### config.mk
export PLATFORM = sky130hd
export DESIGN_NAME = lc3_execute_stage_param
export DESIGN_NICKNAME = d
export VERILOG_FILES = /design/src/rtl/lc3_execute_stage_param.sv
export SDC_FILE = /design/constraint.sdc
export NUM_CORES = 1
export LEC_CHECK = 0
export CAP_MARGIN = 10
export CELL_PAD_IN_SITES_DETAIL_PLACEMENT = 0
export CELL_PAD_IN_SITES_GLOBAL_PLACEMENT = 1
export CORE_MARGIN = 5
export CORE_UTILIZATION = 42
export CTS_BUF_LIST = sky130_fd_sc_hd__clkbuf_16
export DETAILED_ROUTE_END_ITERATION = 16
export PLACE_DENSITY_LB_ADDON = 0.1
export SLEW_MARGIN = 20
export SYNTH_ARGS = -nofsm -noshare
export SYNTH_HDL_FRONTEND = slang
export SYNTH_SLANG_ARGS = --single-unit
export TNS_END_PERCENT = 5
### constraint.sdc
create_clock -name clk -period 10.1 [get_ports clk]
set_input_delay 2.525 -clock clk [delete_from_list [all_inputs] [get_ports clk]]
set_output_delay 2.525 -clock clk [all_outputs]
set_load 0.01 [all_outputs]
### src/rtl/lc3_execute_stage_param.sv
// LC-3 execute stage: negedge operand latch, N-deep forwarding,
// ALU with iterative shift-add multiply, and branch forecast check.
module lc3_execute_stage_param #(
  parameter int DATA_W = 16,
  parameter int REG_AW = 3,
  parameter int FWD_N  = 3
) (
  input  logic                     clk,
  input  logic                     reset,
  input  logic                     stall,
  input  logic                     flush,
  input  logic                     I_valid,
  input  logic [DATA_W-1:0]        I_npc,
  input  logic                     I_sr1_en,
  input  logic                     I_sr2_en,
  input  logic [REG_AW-1:0]        I_sr1_addr,
  input  logic [REG_AW-1:0]        I_sr2_addr,
  input  logic [DATA_W-1:0]        I_sr1_val,
  input  logic [DATA_W-1:0]        I_sr2_val,
  input  logic                     I_dr_en,
  input  logic [REG_AW-1:0]        I_dr_addr,
  input  logic [2:0]               I_aluop,
  input  logic                     I_setcc,
  input  logic [1:0]               I_brmode,
  input  logic [2:0]               I_brmask,
  input  logic [DATA_W-1:0]        I_forecast_pc,
  input  logic [2:0]               cc_in,
  input  logic [FWD_N-1:0]         fwd_en,
  input  logic [FWD_N*REG_AW-1:0]  fwd_addr,
  input  logic [FWD_N*DATA_W-1:0]  fwd_data,
  output logic                     O_valid,
  output logic                     O_dr_en,
  output logic [REG_AW-1:0]        O_dr_addr,
  output logic                     O_setcc,
  output logic [DATA_W-1:0]        O_result,
  output logic [2:0]               O_cc,
  output logic                     busy,
  output logic                     need_cc,
  output logic                     forecast_fail,
  output logic [DATA_W-1:0]        checked_pc
);

  localparam int CNT_W = $clog2(DATA_W) + 1;

  localparam logic [2:0] OP_ADD = 3'b000;
  localparam logic [2:0] OP_AND = 3'b001;
  localparam logic [2:0] OP_NOT = 3'b010;
  localparam logic [2:0] OP_PSA = 3'b011;
  localparam logic [2:0] OP_SHL = 3'b100;
  localparam logic [2:0] OP_SHR = 3'b101;
  localparam logic [2:0] OP_MUL = 3'b110;
  localparam logic [2:0] OP_PSB = 3'b111;

  typedef enum logic {S_IDLE, S_RUN} state_e;

  typedef struct packed {
    logic              valid;
    logic [DATA_W-1:0] npc;
    logic              sr1_en;
    logic              sr2_en;
    logic [REG_AW-1:0] sr1_addr;
    logic [REG_AW-1:0] sr2_addr;
    logic [DATA_W-1:0] a;
    logic [DATA_W-1:0] b;
    logic              dr_en;
    logic [REG_AW-1:0] dr_addr;
    logic [2:0]        aluop;
    logic              setcc;
    logic [1:0]        brmode;
    logic [2:0]        brmask;
    logic [DATA_W-1:0] fcast;
  } ex_t;

  ex_t               ex_q, ex_d;
  state_e            st_q, st_d;
  logic [CNT_W-1:0]  cnt_q, cnt_d;
  logic [DATA_W-1:0] mc_q, mc_d;
  logic [DATA_W-1:0] mp_q, mp_d;
  logic [DATA_W-1:0] prod_q, prod_d;

  logic [DATA_W-1:0] eff_a, eff_b;
  logic [DATA_W-1:0] in_a, in_b;
  logic [DATA_W-1:0] result;
  logic [DATA_W-1:0] actual;
  logic [3:0]        sh;
  logic              sh_big;
  logic              cap;
  logic              take;
  logic              chk_br;

  // lowest index wins: scan from the oldest source down to the youngest
  function automatic logic [DATA_W-1:0] fwd_pick(
    input logic                    en,
    input logic [REG_AW-1:0]       addr,
    input logic [DATA_W-1:0]       dflt,
    input logic [FWD_N-1:0]        f_en,
    input logic [FWD_N*REG_AW-1:0] f_addr,
    input logic [FWD_N*DATA_W-1:0] f_data
  );
    logic [DATA_W-1:0] v;
    v = dflt;
    for (int i = FWD_N - 1; i >= 0; i--) begin
      if (en && f_en[i] &&
          f_addr[i*REG_AW +: REG_AW] == addr)
        v = f_data[i*DATA_W +: DATA_W];
    end
    return v;
  endfunction

  always_comb begin
    eff_a = fwd_pick(ex_q.sr1_en, ex_q.sr1_addr, ex_q.a,
                     fwd_en, fwd_addr, fwd_data);
    eff_b = fwd_pick(ex_q.sr2_en, ex_q.sr2_addr, ex_q.b,
                     fwd_en, fwd_addr, fwd_data);
    in_a  = fwd_pick(I_sr1_en, I_sr1_addr, I_sr1_val,
                     fwd_en, fwd_addr, fwd_data);
    in_b  = fwd_pick(I_sr2_en, I_sr2_addr, I_sr2_val,
                     fwd_en, fwd_addr, fwd_data);
  end

  always_comb begin
    ex_d   = ex_q;
    st_d   = st_q;
    cnt_d  = cnt_q;
    mc_d   = mc_q;
    mp_d   = mp_q;
    prod_d = prod_q;
    cap    = ~stall & (st_q == S_IDLE);

    if (st_q == S_RUN) begin
      prod_d = prod_q + (mp_q[0] ? mc_q : '0);
      mc_d   = mc_q << 1;
      mp_d   = mp_q >> 1;
      cnt_d  = cnt_q + CNT_W'(1);
      if (cnt_q == CNT_W'(DATA_W - 1))
        st_d = S_IDLE;
    end

    // keep forwarded operands once their source retires
    if (stall) begin
      ex_d.a = eff_a;
      ex_d.b = eff_b;
    end

    if (cap) begin
      ex_d.valid    = I_valid & ~flush;
      ex_d.npc      = I_npc;
      ex_d.sr1_en   = I_sr1_en;
      ex_d.sr2_en   = I_sr2_en;
      ex_d.sr1_addr = I_sr1_addr;
      ex_d.sr2_addr = I_sr2_addr;
      ex_d.a        = I_sr1_val;
      ex_d.b        = I_sr2_val;
      ex_d.dr_en    = I_dr_en;
      ex_d.dr_addr  = I_dr_addr;
      ex_d.aluop    = I_aluop;
      ex_d.setcc    = I_setcc;
      ex_d.brmode   = I_brmode;
      ex_d.brmask   = I_brmask;
      ex_d.fcast    = I_forecast_pc;
      if (I_valid & ~flush & (I_aluop == OP_MUL)) begin
        st_d   = S_RUN;
        cnt_d  = '0;
        prod_d = '0;
        mc_d   = in_a;
        mp_d   = in_b;
      end
    end

    if (flush) begin
      ex_d.valid = 1'b0;
      st_d       = S_IDLE;
    end
  end

  always_ff @(negedge clk or posedge reset) begin
    if (reset) begin
      ex_q   <= '0;
      st_q   <= S_IDLE;
      cnt_q  <= '0;
      mc_q   <= '0;
      mp_q   <= '0;
      prod_q <= '0;
    end else begin
      ex_q   <= ex_d;
      st_q   <= st_d;
      cnt_q  <= cnt_d;
      mc_q   <= mc_d;
      mp_q   <= mp_d;
      prod_q <= prod_d;
    end
  end

  always_comb begin
    sh     = eff_b[3:0];
    sh_big = int'(sh) >= DATA_W;
    result = '0;
    unique case (ex_q.aluop)
      OP_ADD: result = eff_a + eff_b;
      OP_AND: result = eff_a & eff_b;
      OP_NOT: result = ~eff_a;
      OP_PSA: result = eff_a;
      OP_SHL: result = sh_big ? '0 : eff_a << sh;
      OP_SHR: result = sh_big ? '0 : eff_a >> sh;
      OP_MUL: result = prod_q;
      OP_PSB: result = eff_b;
    endcase
  end

  always_comb begin
    O_cc = 3'b001;
    unique case (1'b1)
      result[DATA_W-1]: O_cc = 3'b100;
      (result == '0):   O_cc = 3'b010;
      default:          O_cc = 3'b001;
    endcase
  end

  always_comb begin
    take   = |(ex_q.brmask & cc_in);
    chk_br = (ex_q.brmode == 2'b01) | (ex_q.brmode == 2'b10);
    actual = ex_q.fcast;
    unique case (ex_q.brmode)
      2'b01:   actual = take ? result : ex_q.npc;
      2'b10:   actual = result;
      default: actual = ex_q.fcast;
    endcase
  end

  assign busy          = (st_q == S_RUN);
  assign O_valid       = ex_q.valid & ~busy;
  assign O_dr_en       = ex_q.dr_en;
  assign O_dr_addr     = ex_q.dr_addr;
  assign O_setcc       = ex_q.setcc;
  assign O_result      = result;
  assign need_cc       = (ex_q.brmode == 2'b01);
  assign checked_pc    = actual;
  assign forecast_fail = O_valid & ~stall & chk_br &
                         (actual != ex_q.fcast);

endmodule

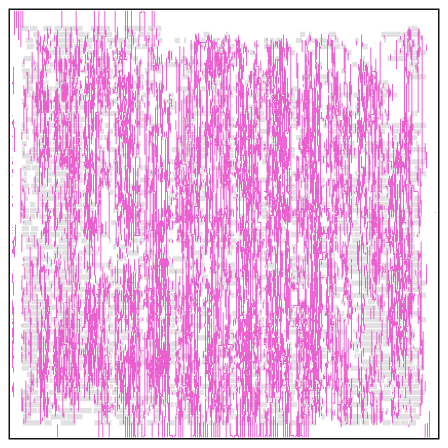
(run_1/met2.png)
share of all routed wire: 46%
wire length on this layer: 30.3 mm
nets with wire on the layer: 2161
main direction: vertical
grt met2 use: 0.577
final wirelength: 65800 µm
vias post-DR: 16642

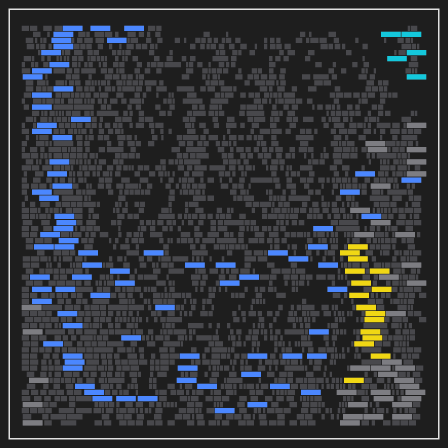
(run_1/registers.png)
| colour | netlist name | sequential cells |
|---|---|---|
| yellow | mc_q | 16 |
| blue | ex_q | 81 |
| cyan | cnt_q | 5 |
Final Core Density: 0.638
Seq area share: 0.168
seq pwr: 0.000811 W

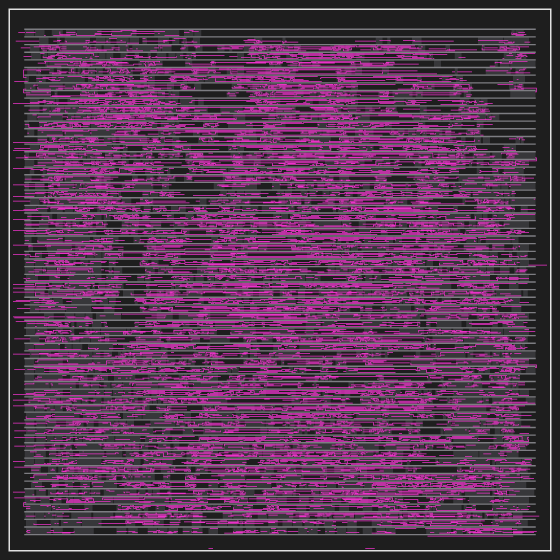
(run_1/met1.png)
Supply wires on this layer in grey.
longest straight run: 94.3 µm
nets with wire on the layer: 2337

[run 1: final cells by class]
type | instances | area [µm²]
Antenna cell | 1 | 2.50
Clock buffer | 17 | 425
Clock inverter | 15 | 181
Fill cell | 2807 | 11800
Inverter | 48 | 200
Multi-Input combinational cell | 1453 | 10300
Sequential cell | 140 | 3500
Tap cell | 442 | 553
Timing Repair Buffer | 659 | 5670
[run 1: metal layers]
layer | wire length [µm] | track usage | vias to the layer above
li1 | - | - | 7610
met1 | 27700 | 0.478 | 7998
met2 | 30300 | 0.577 | 881
met3 | 5340 | 0.0563 | 151
met4 | 2400 | 0.127 | 2
met5 | 13 | 0 | -
[run 1: final timing paths]
check	end	slack, ps	from	depth (start not counted)
worst max-delay path	forecast_fail	-2560	ex_q[62]	20
worst min-delay path	O_dr_addr[2]	450	O_dr_addr[2]	1
worst max register to register	prod_q[15]	5970	mp_q[0]	15
worst min register to register	O_dr_addr[2]	450	O_dr_addr[2]	1
max in group asynchronous	cnt_q[3]	1950	reset	3
min in group asynchronous	O_dr_addr[2]	7450	reset	2
[run 1: timing repair]
action	in CTS	in global routing
pin swaps	38	11
setup buffers	23	0
setup endpoints to repair	36	37
gates resized	121	74
cloned	1	0
hold buffers	0	0
[run 1: cell families after synthesis]
logic type	synth area share
compound gates	0.254
xor+xnor	0.0490
fa+ha+maj	0.0359
buf+inv	0.0553
flops	0.252
mux	0.154
simple gates	0.199
[run 1: report_power, final]
part	switching [W]	internal, W	total [W]
combinational	0.00123	0.00109	0.00232
clock	0.000299	0.000372	0.000671
sequential	0.000107	0.000704	0.000811
[run 1: flip-flops by register name, summed over array words and instances, names as in the netlist]
register,cells
O_setcc,1
mp_q,16
ex_q,81
mc_q,16
O_dr_en,1
O_dr_addr,3
busy,1
prod_q,16
cnt_q,5
==> run summary, run 1 <==
yosys + openroad results -> CTS tree=built, most frequent cells after synthesis=nand2_1 (236), o21ai_0 (200), mux2i_1 (154), Final Total Pwr=0.00380 W, Setup-failing EPs final=36, clock sinks=140, Placed Area=0.0195 mm², Hold Crit Class=reg -> reg, Root Driver=clkbuf_16, Boundary Pins=197, clock buffer depth=2, cell taking the most area after synthesis=dfrtn_1, worst path cell trace=xor2_2 > or4_4 > buf_6 > nand2_1 > a311oi_2 > a21o_1 > ha_1 > a21o_1 > a21o_1 > a21oi_4 > o31ai_1 > nor4_1 > o211ai_1 > a21o_1 > a2111oi_2 > and4_1 > nand4_1 > a2111oi_4 > a41oi_2 > buf_2, cells after synthesis=1768, H-tree depth=4, Post-synth ARST share=1.00, Yosys Chip Area=0.0139 mm², # Cells Yosys=1768, Inst Count DP=2718, die height=192 µm, most instantiated logic cells after routing=buf_4 (435), nand2_1 (235), o21ai_0 (178), failing checks=negative setup slack, Final ANT Viol Nets=0, Worst Setup Slack, final=-2560 ps, global route overflow=0, Layout Cells excl Fill=2775, Port-buffer cells=196, Post-synth seq share=0.252, P per Cell Area=183 mW/mm², first-pass GRT wire length=100000 µm, initial antenna violation count=2, layout cell share with drive strength beyond 1=0.310, detailed-route wire length per cell=23.7 µm, Crit path max-delay family=AND-OR/OR-AND gates, DIE WIDTH=192 µm, Residual DRC=0, endpoint class of the critical path=output pin, vias in the first global route=16824, worst setup path class=reg -> out, Mean Syn Cell Area=7.85 µm², final setup TNS=-69380 ps, Slew Limit Fails=0, pre-CTS setup slack=-3420 ps, DR vias/cell=6.00, Net Count, Synth=1958, total core area=0.0326 mm², highest cell delay on the worst timing path=620 ps, routability cong.=1.03, leakage power=8.72 nW, status=finished with violations, Tool Warnings=31, area of the mapped netlist=0.0139 mm², Top FF cell, synth=dfrtn_1, Nets=2509, Top cell by count, worst path=a21o_1, row count=66, CP Data Arrival Time=10130 ps, Yosys Warn Count=0, Top cell excl fill/tap=buf_4, final hold vios=0, All-Layer GR Usage=0.355, maximum fanout along the worst path=6, pin count of the biggest net entering global routing=71, EDFF count, synth=0, final hold slack=453 ps, Late-Pin Clk Latency=430 ps, clk slew on worst S/H paths=50 ps, unrepaired setup endpoints after global routing=true
==> run 2: changes to the inputs <==
--- a/config.mk
+++ b/config.mk
@@ -5,12 +5,14 @@
 export SDC_FILE = /design/constraint.sdc
 export NUM_CORES = 1
 export LEC_CHECK = 0
+export ABC_CLOCK_PERIOD_IN_PS = 10100
 export CAP_MARGIN = 10
 export CELL_PAD_IN_SITES_DETAIL_PLACEMENT = 0
 export CELL_PAD_IN_SITES_GLOBAL_PLACEMENT = 1
 export CORE_MARGIN = 5
 export CORE_UTILIZATION = 42
 export CTS_BUF_LIST = sky130_fd_sc_hd__clkbuf_16
+export CTS_CLUSTER_SIZE = 40
 export DETAILED_ROUTE_END_ITERATION = 16
 export PLACE_DENSITY_LB_ADDON = 0.1
 export SLEW_MARGIN = 20
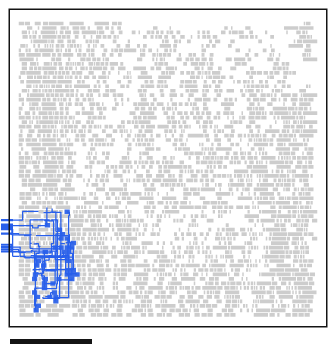
(run_2/port_nets.png)
Bar = 50 µm.
| colour | port | bits | direction | end cells | buffers | wire |
|---|---|---|---|---|---|---|
| blue | fwd_addr | 9 | input | 36 | 22 | 930 µm |

==> run 2 against run 1 <==
  * The flow still finishes with violations (negative setup slack)
  * Total power did not move
  * Flip-flop count did not move
  * Synthesized area did not move
  * Largest power group unchanged
  * Highest routed layer unchanged
==> run summary, run 2 <==
yosys + openroad results -> total core area=0.0326 mm² (unchanged), Largest register FFs=81 (unchanged), final wirelength=65800 µm (unchanged), clk slew on worst S/H paths=50 ps (about the same), highest cell delay on the worst timing path=620 ps (about the same), most frequent cells after synthesis=nand2_1 (236), o21ai_0 (200), mux2i_1 (154) (unchanged), Nets=2509 (unchanged), die height=192 µm (unchanged), combinational cell power=0.00232 W (about the same), seq pwr=0.000811 W (about the same), layout cell share with drive strength beyond 1=0.310 (unchanged), endpoint class of the critical path=output pin (unchanged), clock buffer depth=2 (unchanged), clock sinks=140 (unchanged), row count=66 (unchanged), DR vias/cell=6.00 (unchanged), CTS Hold Buffers Added=0 (unchanged), clock share of power=0.176 (about the same), worst path cell trace=xor2_2 > or4_4 > buf_6 > nand2_1 > a311oi_2 > a21o_1 > ha_1 > a21o_1 > a21o_1 > a21oi_4 > o31ai_1 > nor4_1 > o211ai_1 > a21o_1 > a2111oi_2 > and4_1 > nand4_1 > a2111oi_4 > a41oi_2 > buf_2 (unchanged), Late-Pin Clk Latency=430 ps (about the same), All-Layer GR Usage=0.355 (unchanged), Final ANT Viol Nets=0 (unchanged), part of the power in registers=0.213 (about the same), grt met2 use=0.577 (unchanged), cell-internal power=0.00217 W (unchanged), clock-net power=0.000671 W (about the same), vias in the first global route=16824 (unchanged), cells after synthesis=1768 (unchanged), most flop-heavy register=ex_q (unchanged), first-pass GRT wire length=100000 µm (unchanged), Post-synth seq share=0.252 (unchanged), H-tree depth=4 (unchanged), busiest grt layer=met2 (unchanged), Top cell excl fill/tap=buf_4 (unchanged), Inst Count DP=2718 (unchanged), Root Driver=clkbuf_16 (unchanged), Residual DRC=0 (unchanged), Port-buffer cells=196 (unchanged), Yosys Chip Area=0.0139 mm² (unchanged), Top FF cell, synth=dfrtn_1 (unchanged), vias post-DR=16642 (unchanged), global route overflow=0 (unchanged), failing checks=negative setup slack (unchanged), Tool Warnings=31 (unchanged), CTS tree=built (unchanged), detailed-route wire length per cell=23.7 µm (unchanged), routability cong.=1.03 (unchanged), wire length on met2=30300 µm (unchanged), Layout Cells excl Fill=2775 (unchanged), most instantiated logic cells after routing=buf_4 (435), nand2_1 (235), o21ai_0 (178) (unchanged), Net Count, Synth=1958 (unchanged), leakage power=8.72 nW (unchanged), final hold slack=453 ps (unchanged), pin count of the biggest net entering global routing=71 (unchanged), Setup-failing EPs final=36 (unchanged), Yosys Warn Count=0 (unchanged), P per Cell Area=183 mW/mm² (unchanged), met1 wire length=27700 µm (unchanged), maximum fanout along the worst path=6 (unchanged), Final Core Density=0.638 (unchanged), Pwr top=combinational cells (unchanged), Hold Crit Class=reg -> reg (unchanged), area of the mapped netlist=0.0139 mm² (unchanged), DIE WIDTH=192 µm (unchanged), Setup Buffers After CTS=23 (unchanged), cell taking the most area after synthesis=dfrtn_1 (unchanged), initial antenna violation count=2 (unchanged), worst setup path class=reg -> out (unchanged), Worst Setup Slack, final=-2560 ps (unchanged), Post-synth ARST share=1.00 (unchanged), status=finished with violations (unchanged), EDFF count, synth=0 (unchanged), sw frac=0.430 (unchanged), Top cell by count, worst path=a21o_1 (unchanged)
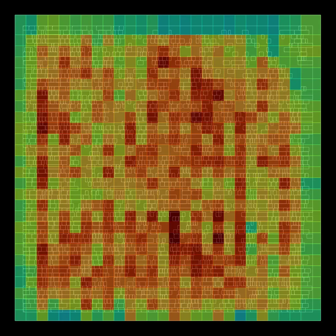
(run_2/final_congestion.png)
met1 GRT Util: 0.478
met3 Use GR: 0.0563

-- run 2: cell counts in the layout (fill, tap and decap cells not counted) --
Identical to the previous run, type by type.
-- run 2: cell families (layout without fill, tap and decap cells) --
kind of cell	Yosys count	after routing	share of synthesized area
AND-OR/OR-AND	546	546	0.254
XOR/XNOR	76	76	0.0490
adder cells (fa/ha/maj)	39	39	0.0359
buffers and inverters	175	739	0.0553
flip-flops	140	140	0.252
multiplexers	204	204	0.154
other	0	1	0
AND/OR/NAND/NOR	588	588	0.199
-- run 2: cell type report --
type | instances | area (µm²)
antenna | 1 | 2.50
clock buffer | 17 | 425
clock inverter | 15 | 181
fill | 2807 | 11800
inverter | 48 | 200
multi-input combinational | 1453 | 10300
sequential | 140 | 3500
tap | 442 | 553
timing repair buffer | 659 | 5670
-- run 2: metrics by stage --
stage	instance area [µm²]	setup TNS (ps)
detailed placement	19500	-74990
global placement	19500	-73460
CTS	20600	-75470
finish	20800	-69380
global route	20800	-74860
floorplan	14100	-191640
-- run 2: worst register-to-register path, delay by kind of cell, from the launching register on --
family	cells	cell delay, ps
flip-flops	1	640
AND/OR/NAND/NOR	1	290
adder cells (fa/ha/maj)	1	270
multiplexers	2	270
AND-OR/OR-AND	11	2530
-- run 2: final timing paths --
| kind | from | slack [ps] | cells past startpoint | to |
|---|---|---|---|---|
| max | ex_q[62] | -2560 | 20 | forecast_fail |
| min | O_dr_addr[2] | 450 | 1 | O_dr_addr[2] |
| max reg2reg | mp_q[0] | 5970 | 15 | prod_q[15] |
| min reg2reg | O_dr_addr[2] | 450 | 1 | O_dr_addr[2] |
| max in group asynchronous | reset | 1950 | 3 | cnt_q[3] |
| min in group asynchronous | reset | 7450 | 2 | O_dr_addr[2] |
No activity file was given, so power comes from the tool's default toggle rates.
